### Cell placement, run 1

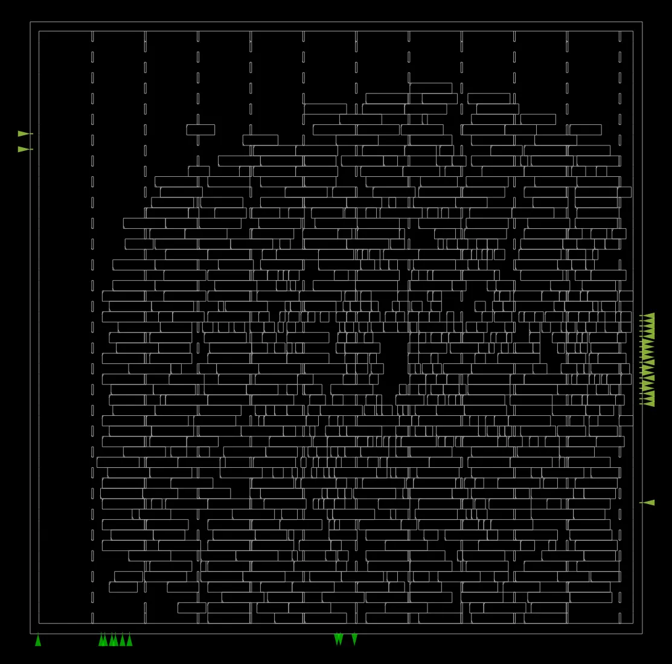
### Metal 1, run 1

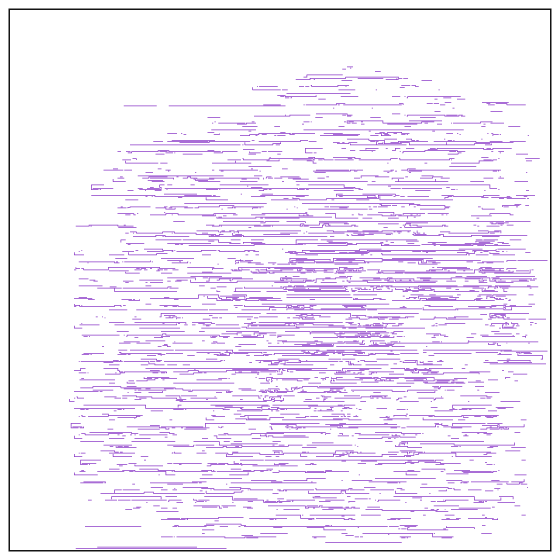
### Sequential cells grouped by signal name, run 1

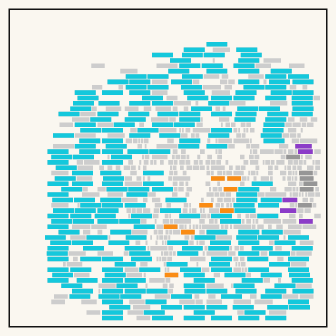
==> config.mk <==
export PLATFORM = sky130hd
export DESIGN_NAME = xillybus_mem8_responder_flat
export DESIGN_NICKNAME = d
export VERILOG_FILES = /design/src/rtl/xillybus_mem8_responder_if.sv /design/src/rtl/xillybus_mem8_responder.sv /design/src/flat_wrapper.sv
export SDC_FILE = /design/constraint.sdc
export NUM_CORES = 1
export LEC_CHECK = 0
export CORE_MARGIN = 2
export CORE_UTILIZATION = 45
export DETAILED_ROUTE_END_ITERATION = 16
export DONT_BUFFER_PORTS = 1
export PLACE_DENSITY = 0.69
export SYNTH_ARGS = -nofsm -noshare
export SYNTH_HDL_FRONTEND = slang
export SYNTH_SLANG_ARGS = --single-unit
==> constraint.sdc <==
create_clock -name bus_clk -period 2 [get_ports bus_clk]
set_input_delay 0.4 -clock bus_clk [delete_from_list [all_inputs] [get_ports bus_clk]]
set_output_delay 0.4 -clock bus_clk [all_outputs]
set_load 0.03 [all_outputs]
==> src/rtl/xillybus_mem8_responder_if.sv <==
// xillybus_mem8_responder_if
//   Signal bundle for the seekable 8-bit mem_8 stream pair between
//   xillybus_core (master) and the user-side responder (slave).
//   Write side : wren, data (in), full (out), w_open (in)
//   Read side  : rden (in), rd data, empty, eof (out), r_open (in)
//   Seek       : addr, addr_update (in)
interface xillybus_mem8_responder_if #(
    parameter int DATA_W = 8,
    parameter int ADDR_W = 5
);
    logic              user_w_mem_8_wren;
    logic [DATA_W-1:0] user_w_mem_8_data;
    logic              user_w_mem_8_full;
    logic              user_w_mem_8_open;
    logic              user_r_mem_8_rden;
    logic [DATA_W-1:0] user_r_mem_8_data;
    logic              user_r_mem_8_empty;
    logic              user_r_mem_8_eof;
    logic              user_r_mem_8_open;
    logic [ADDR_W-1:0] user_mem_8_addr;
    logic              user_mem_8_addr_update;

    modport master (
        output user_w_mem_8_wren, user_w_mem_8_data, user_w_mem_8_open,
        output user_r_mem_8_rden, user_r_mem_8_open,
        output user_mem_8_addr, user_mem_8_addr_update,
        input  user_w_mem_8_full, user_r_mem_8_data, user_r_mem_8_empty,
        input  user_r_mem_8_eof
    );

    modport slave (
        input  user_w_mem_8_wren, user_w_mem_8_data, user_w_mem_8_open,
        input  user_r_mem_8_rden, user_r_mem_8_open,
        input  user_mem_8_addr, user_mem_8_addr_update,
        output user_w_mem_8_full, user_r_mem_8_data, user_r_mem_8_empty,
        output user_r_mem_8_eof
    );
endinterface

==> src/rtl/xillybus_mem8_responder.sv <==
// xillybus_mem8_responder
//   DEPTH-byte addressable memory behind the Xillybus mem_8 stream pair.
//   A single pointer is shared by both directions: the host seeks with
//   addr/addr_update, then writes or reads bytes with auto-increment.
//   Ports:
//     bus_clk    - bus clock, the only clock
//     bus_rst_n  - synchronous active-low reset
//     mem8       - stream/seek bundle (slave side)
//   DEPTH must equal 2**ADDR_W so the pointer wraps naturally.
module xillybus_mem8_responder #(
    parameter int DATA_W     = 8,
    parameter int ADDR_W     = 5,
    parameter int DEPTH      = 32,
    parameter int EOF_AT_END = 1
) (
    input  logic                        bus_clk,
    input  logic                        bus_rst_n,
    xillybus_mem8_responder_if.slave    mem8
);
    localparam logic [ADDR_W-1:0] LAST_ADDR = ADDR_W'(DEPTH - 1);

    logic [DATA_W-1:0] mem [DEPTH];

    logic [ADDR_W-1:0] ptr;
    logic              done;
    logic              bubble;
    logic              r_open_q;
    logic              full;
    logic              empty;
    logic              eof;
    logic [DATA_W-1:0] rd_data;

    logic wr_acc;
    logic rd_acc;
    logic open_fall;
    logic done_next;
    logic bubble_next;

    always_comb begin
        // A seek swallows any strobe issued in the same cycle.
        wr_acc    = mem8.user_w_mem_8_wren & ~full & ~mem8.user_mem_8_addr_update;
        // bubble always implies empty; checked too so a read can never
        // see a location that is still being updated.
        rd_acc    = mem8.user_r_mem_8_rden & ~empty & ~bubble
                    & ~mem8.user_mem_8_addr_update;
        open_fall = r_open_q & ~mem8.user_r_mem_8_open;

        done_next = done;
        if (mem8.user_mem_8_addr_update || open_fall) begin
            done_next = 1'b0;
        end else if (rd_acc && (EOF_AT_END != 0) && (ptr == LAST_ADDR)) begin
            done_next = 1'b1;
        end

        bubble_next = mem8.user_mem_8_addr_update | wr_acc;
    end

    always_ff @(posedge bus_clk) begin
        if (!bus_rst_n) begin
            ptr      <= '0;
            done     <= 1'b0;
            bubble   <= 1'b1;
            r_open_q <= 1'b0;
            full     <= 1'b1;
            empty    <= 1'b1;
            eof      <= 1'b0;
            rd_data  <= '0;
        end else begin
            r_open_q <= mem8.user_r_mem_8_open;
            full     <= 1'b0;
            done     <= done_next;
            bubble   <= bubble_next;
            empty    <= ~mem8.user_r_mem_8_open | bubble_next | done_next;
            eof      <= done_next & mem8.user_r_mem_8_open;

            if (rd_acc) begin
                rd_data <= mem[ptr];
            end

            if (mem8.user_mem_8_addr_update) begin
                ptr <= mem8.user_mem_8_addr;
            end else if (wr_acc || rd_acc) begin
                // Simultaneous read and write share one location: +1 only.
                ptr <= ptr + ADDR_W'(1);
            end
        end
    end

    // Memory is deliberately outside reset so contents survive it.
    // Read-first on a same-cycle read/write falls out of the NBA ordering.
    always_ff @(posedge bus_clk) begin
        if (bus_rst_n && wr_acc) begin
            mem[ptr] <= mem8.user_w_mem_8_data;
        end
    end

    assign mem8.user_w_mem_8_full  = full;
    assign mem8.user_r_mem_8_empty = empty;
    assign mem8.user_r_mem_8_eof   = eof;
    assign mem8.user_r_mem_8_data  = rd_data;
endmodule

==> src/flat_wrapper.sv <==
// flat-port wrapper written by rule: the top's interface ports become plain ports
module xillybus_mem8_responder_flat 
#(
    parameter int DATA_W     = 8,
    parameter int ADDR_W     = 5,
    parameter int DEPTH      = 32,
    parameter int EOF_AT_END = 1
)
  (bus_clk, bus_rst_n, mem8_user_w_mem_8_wren, mem8_user_w_mem_8_data, mem8_user_w_mem_8_open, mem8_user_r_mem_8_rden, mem8_user_r_mem_8_open, mem8_user_mem_8_addr, mem8_user_mem_8_addr_update, mem8_user_w_mem_8_full, mem8_user_r_mem_8_data, mem8_user_r_mem_8_empty, mem8_user_r_mem_8_eof);
  xillybus_mem8_responder_if #(.DATA_W(DATA_W), .ADDR_W(ADDR_W)) mem8_i ();
  input  logic bus_clk;
  input  logic bus_rst_n;
  input wire logic [$bits(mem8_i.user_w_mem_8_wren)-1:0] mem8_user_w_mem_8_wren;
  input wire logic [$bits(mem8_i.user_w_mem_8_data)-1:0] mem8_user_w_mem_8_data;
  input wire logic [$bits(mem8_i.user_w_mem_8_open)-1:0] mem8_user_w_mem_8_open;
  input wire logic [$bits(mem8_i.user_r_mem_8_rden)-1:0] mem8_user_r_mem_8_rden;
  input wire logic [$bits(mem8_i.user_r_mem_8_open)-1:0] mem8_user_r_mem_8_open;
  input wire logic [$bits(mem8_i.user_mem_8_addr)-1:0] mem8_user_mem_8_addr;
  input wire logic [$bits(mem8_i.user_mem_8_addr_update)-1:0] mem8_user_mem_8_addr_update;
  output wire logic [$bits(mem8_i.user_w_mem_8_full)-1:0] mem8_user_w_mem_8_full;
  output wire logic [$bits(mem8_i.user_r_mem_8_data)-1:0] mem8_user_r_mem_8_data;
  output wire logic [$bits(mem8_i.user_r_mem_8_empty)-1:0] mem8_user_r_mem_8_empty;
  output wire logic [$bits(mem8_i.user_r_mem_8_eof)-1:0] mem8_user_r_mem_8_eof;
  assign mem8_i.user_w_mem_8_wren = mem8_user_w_mem_8_wren;
  assign mem8_i.user_w_mem_8_data = mem8_user_w_mem_8_data;
  assign mem8_i.user_w_mem_8_open = mem8_user_w_mem_8_open;
  assign mem8_i.user_r_mem_8_rden = mem8_user_r_mem_8_rden;
  assign mem8_i.user_r_mem_8_open = mem8_user_r_mem_8_open;
  assign mem8_i.user_mem_8_addr = mem8_user_mem_8_addr;
  assign mem8_i.user_mem_8_addr_update = mem8_user_mem_8_addr_update;
  assign mem8_user_w_mem_8_full = mem8_i.user_w_mem_8_full;
  assign mem8_user_r_mem_8_data = mem8_i.user_r_mem_8_data;
  assign mem8_user_r_mem_8_empty = mem8_i.user_r_mem_8_empty;
  assign mem8_user_r_mem_8_eof = mem8_i.user_r_mem_8_eof;
  xillybus_mem8_responder #(.DATA_W(DATA_W), .ADDR_W(ADDR_W), .DEPTH(DEPTH), .EOF_AT_END(EOF_AT_END)) u_core (.bus_clk(bus_clk), .bus_rst_n(bus_rst_n), .mem8(mem8_i));
endmodule
==> impl_metrics.tcl, run 1 <==
# place-and-route summary
set metrics [dict create \
    grt_first_pass_wirelength_mm 38.52 \
    final-nonclk-buf-share_pct 8.133 \
    fp_util_pct 45.55 \
    drv_slew 0 \
    layout.cells.most_common "edfxtp_1" \
    ys_warn_count 0 \
    max_cap_violations 0 \
    yosys_area_mm2 0.01098 \
    fp.dieH_um 160.2 \
    io_buffer_count 0 \
    p_clk_w 0.00541 \
    core-area_mm2 0.02411 \
    switching_share_pct 20.19 \
    dpl_worst_slack_ns -0.1017 \
    ff_count 275 \
    violations "negative setup slack" \
    status "finished, violations left" \
    synth.area.mux_share_pct 13.48 \
    wl_met2_mm 12.32 \
    synth_flops 275 \
    met1_length_mm 10.59 \
    drcViolationCount 0 \
    routed-wl-met3_mm 1.945 \
    post_cts_buffers 2 \
    grt_max_degree 33 \
    combinationalPower_w 0.000836 \
    dpl.cell_count 1000 \
    die_area_mm2 0.02566 \
    setup-tns-final_ns -0.002917 \
    grt.met3_usage_pct 3.558 \
    highest_layer "met4" \
    cp-end-kind "flip-flop" \
    simple_gate_area_share_pct 5.664 \
    syn_to_final_growth_pct 21.06 \
    synth-edff-count 256 \
    grt_remaining_overflow 0 \
    holdBufCountCts 11 \
    die_width_um 160.2 \
    logic_area_mm2 0.002739 \
    power.sequential.fraction_pct 50.3 \
    dpl_cell_area_mm2 0.01201 \
    finalClockPeriodUsage_pct 100.1 \
    drive_gt1_share_pct 31.00 \
    comb_area_share_pct 20.61 \
    clock.latency.late_pin_ns 0.54 \
    n_all_buffers 113 \
    p_int_w 0.01004 \
    fin_ws_ns -0.002917 \
    logic_gates 298 \
    fa_ha_area_share_pct 0.5698 \
    htreeDepth 1 \
    cts_sinks 275 \
    finish.instance_area_mm2 0.01329 \
    drtPass1Iterations 5 \
    clk_share_pct 7.324 \
    critPathKind "flip-flop to flip-flop" \
    clockRootBuffer "clkbuf_16" \
    cts_made_buffers 28 \
    maxPowerGroup "registers" \
    syn_area_per_cell_um2 18.00 \
    setup_viol 1 \
    ys_cells 610 \
    critPathMaxFanout 17 \
]
Back to the opening pictures, 'Cell placement':
Util after Layout: 55.14%
Layout Cells excl Fill: 1066
# fillers: 1852

Back to the opening pictures, 'Metal 1':
nets with wire on the layer	712
longest straight run	54.7 um
share of all routed wire	42%
wire length on this layer	10600 um
met1 Use GR: 28.09%
DR vias: 6105
Routed WL: 25.37 mm

Back to the opening pictures, 'Sequential cells grouped by signal name':
name in the netlist	color	placed flops
`u_core.ptr`	purple	5
`u_core.mem8.user_r_mem_8_data`	orange	8
`u_core.mem`	cyan	256
FF+latch area: 0.008078 mm^2
flop share of the area: 60.77%
Seq. pwr: 0.00632 W

==> run 1: critical path, stage by stage (launching register included) <==
cell and delay, ns:
dfxtp_4 0.39, buf_12 0.17, buf_4 0.17, a2111oi_0 0.65, a2111oi_0 0.16, nor3_1 0.25
a21oi_1 0.10
==> run 1: path summary, 6_finish.rpt <==
path	start	slack (ns)	end	cells past startpoint
hold / removal	mem8_user_mem_8_addr[2]	0.01	u_core.ptr[2]	2
hold reg to reg	u_core.done	0.49	u_core.mem8.user_r_mem_8_empty	2
setup / recovery	u_core.ptr[1]	-0.003	u_core.mem8.user_r_mem_8_data[5]	6
setup reg to reg	u_core.ptr[1]	-0.003	u_core.mem8.user_r_mem_8_data[5]	6
==> run 1: flip-flops by register name, indices dropped and copies added, names as in the netlist <==
name	flops
u_core.bubble	1
u_core.done	1
u_core.mem	256
u_core.mem8.user_r_mem_8_data	8
u_core.mem8.user_r_mem_8_empty	1
u_core.mem8.user_r_mem_8_eof	1
u_core.mem8.user_w_mem_8_full	1
u_core.ptr	5
u_core.r_open_q	1
==> run 1: cell usage after synthesis, types with 4 or more instances <==
cell	n	area share (%)
nand4_1	6	0.34
clkbuf_1	6	0.21
edfxtp_1	256	70
nor3_1	8	0.36
buf_2	10	0.46
nand3_1	7	0.32
nand2_1	27	0.92
nor2b_1	9	0.51
buf_4	9	0.62
o22ai_1	6	0.34
a22oi_1	5	0.34
mux4_1	5	1.2
mux2i_1	38	3.5
a21oi_1	9	0.41
ha_1	5	0.57
nand2b_1	5	0.28
dfxtp_1	19	3.5
mux2_2	12	1.2
nor2_1	50	1.7
buf_6	5	0.51
mux4_2	37	7.6
inv_1	4	0.14
o21ai_0	17	0.77
==> inputs of run 2 (changes only) <==
ABC_AREA = 1   (was default)
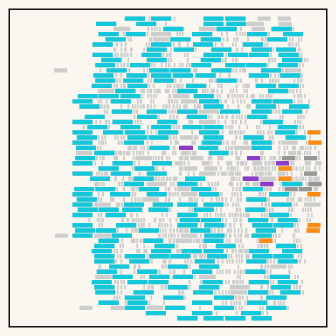
*Sequential cells grouped by signal name, run 2*
name in the netlist	color	placed flops
`u_core.mem8.user_r_mem_8_data`	orange	8
`u_core.mem`	cyan	256
`u_core.ptr`	purple	5
not colored	6
FF+latch area: 0.008073 mm^2
Util after Layout: 52.83%
flop share of the area: 58.80%

==> run 2 against run 1 <==
- maximum frequency rose by 9.0%
- critical path depth decreased by 1
- core utilization down 2.3 points
- clock skew down 0.0015 ns
- cell count grew 51%
- non-clock buffer count shrank 32
- worst hold slack improved by 0.0044 ns
- clock power is 6.3% lower
- cell area increased by 3.3%
- combinational power increased by 19%
- sequential cell count stayed put
- largest power group unchanged
- the flow now finishes without violations
==> impl_metrics.tcl, run 2 <==
# place-and-route summary
set metrics [dict create \
    top_cells_by_count "410 x nand2_1, 256 x edfxtp_1, 188 x inv_1" \
    met1_length_mm 11.73 \
    finalClockPeriodUsage_pct 91.89 \
    syn_area_per_cell_um2 9.950 \
    dpl_cell_area_mm2 0.01265 \
    cp-end-kind "flip-flop" \
    critPathKind "flip-flop to flip-flop" \
    yosys_area_mm2 0.01187 \
    drtPass1Iterations 5 \
    synthTopCellsByArea "edfxtp_1 65%, nand2_1 13%, inv_1 5.9%" \
    vias 7894 \
    ys_cells 1193 \
    die_area_mm2 0.02769 \
    max_cap_violations 0 \
    yosysTopAreaCell "edfxtp_1" \
    final_cell_count_no_fill 1611 \
    ys_warn_count 0 \
    finish.instance_area_mm2 0.01373 \
    setup_viol 0 \
    synth_flops 275 \
    synth.area.mux_share_pct 0 \
    clockRootBuffer "clkbuf_16" \
    fa_ha_area_share_pct 0.5270 \
    grt_first_pass_wirelength_mm 41.05 \
    grt_max_degree 66 \
    clock.latency.late_pin_ns 0.54 \
    drv_slew 0 \
    synth-edff-count 256 \
    top_register "u_core.mem" \
    drive_gt1_share_pct 10.11 \
    fin_ws_ns 0.1622 \
    drt-total-wl_mm 26.52 \
    grt_remaining_overflow 0 \
    grt.met3_usage_pct 2.614 \
    grt.met1_usage_pct 26.82 \
    status "completed" \
    layout.cells.most_common "nand2_1" \
    cts_sinks 275 \
    synth.top_cell.area_share_pct 64.76 \
    io_buffer_count 0 \
    die_width_um 166.4 \
]
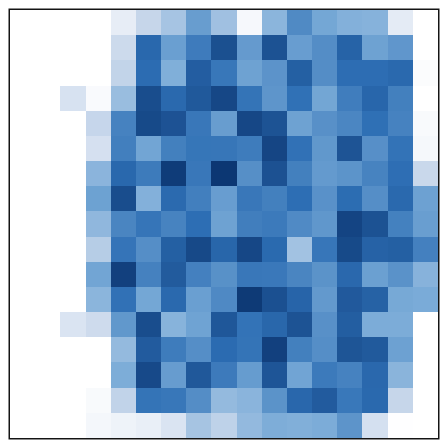
*Cell density map, run 2*
The die is cut into 17 by 17 equal tiles; white is low, dark blue is high, 0 to 100% covered.
mean over tiles	48%
nearly empty tiles	22%
densest ninth of the die	center
tiles over 75% full	23%
fullest tile	97%
core region area: 0.02598 mm^2
Core Density at Floorplan: 45.68%

## run 2: cell count changes after synthesis, sizes merged, moves of 13 or more
cell / delta
mux4: -42
nand2: +383
nand3: +99
mux2i: -38
nor2: +55
inv: +186
o21ai: +21
buf: +13
## run 2: path summary, 6_finish.rpt
path	from	end	slack, ns	cells past startpoint
max	u_core.mem8.user_w_mem_8_full	u_core.mem[0][2]	0.16	5
min	mem8_user_r_mem_8_open	u_core.r_open_q	0.02	2
max reg2reg	u_core.mem8.user_w_mem_8_full	u_core.mem[0][2]	0.16	5
min reg2reg	u_core.r_open_q	u_core.done	0.44	1
## run 2: report_power, final
| part | internal, W | switching [W] | total [W] |
|---|---|---|---|
| sequential | 0.00630 | 0.0000277 | 0.00633 |
| clock | 0.00300 | 0.00207 | 0.00507 |
| combinational | 0.000311 | 0.000683 | 0.000994 |
| total | 0.00962 | 0.00278 | 0.0124 |
## run 2: cells by family after synthesis
family	count (synthesis)
AND-OR/OR-AND	46
XOR/XNOR	1
adder cells (fa/ha/maj)	5
buffers and inverters	237
flip-flops	275
AND/OR/NAND/NOR	629
## run 2: timing repair
action	in CTS	in global routing
hold buffers	11	0
buffers inserted	0	0
endpoints found under the setup margin	0	1
resized	0	2
hold endpoints to repair	261	0
## run 2: cell type report
cell class                 count  area (um^2)
clock buffer                  35        705.7
clock inverter                14        178.9
fill                        2184        12260
inverter                     190        714.4
multi-input combinational    681         2855
sequential                   275         8073
tap                          335        419.2
timing repair buffer          81        782.0
## run 2: critical path: stages (launching register included)
cell and delay [ns]:
dfxtp_1 0.32, nor4_2 0.24, buf_4 0.18, nand2_1 0.28, nor2_1 0.32, buf_4 0.21
No activity file was given, so power comes from the tool's default toggle rates.
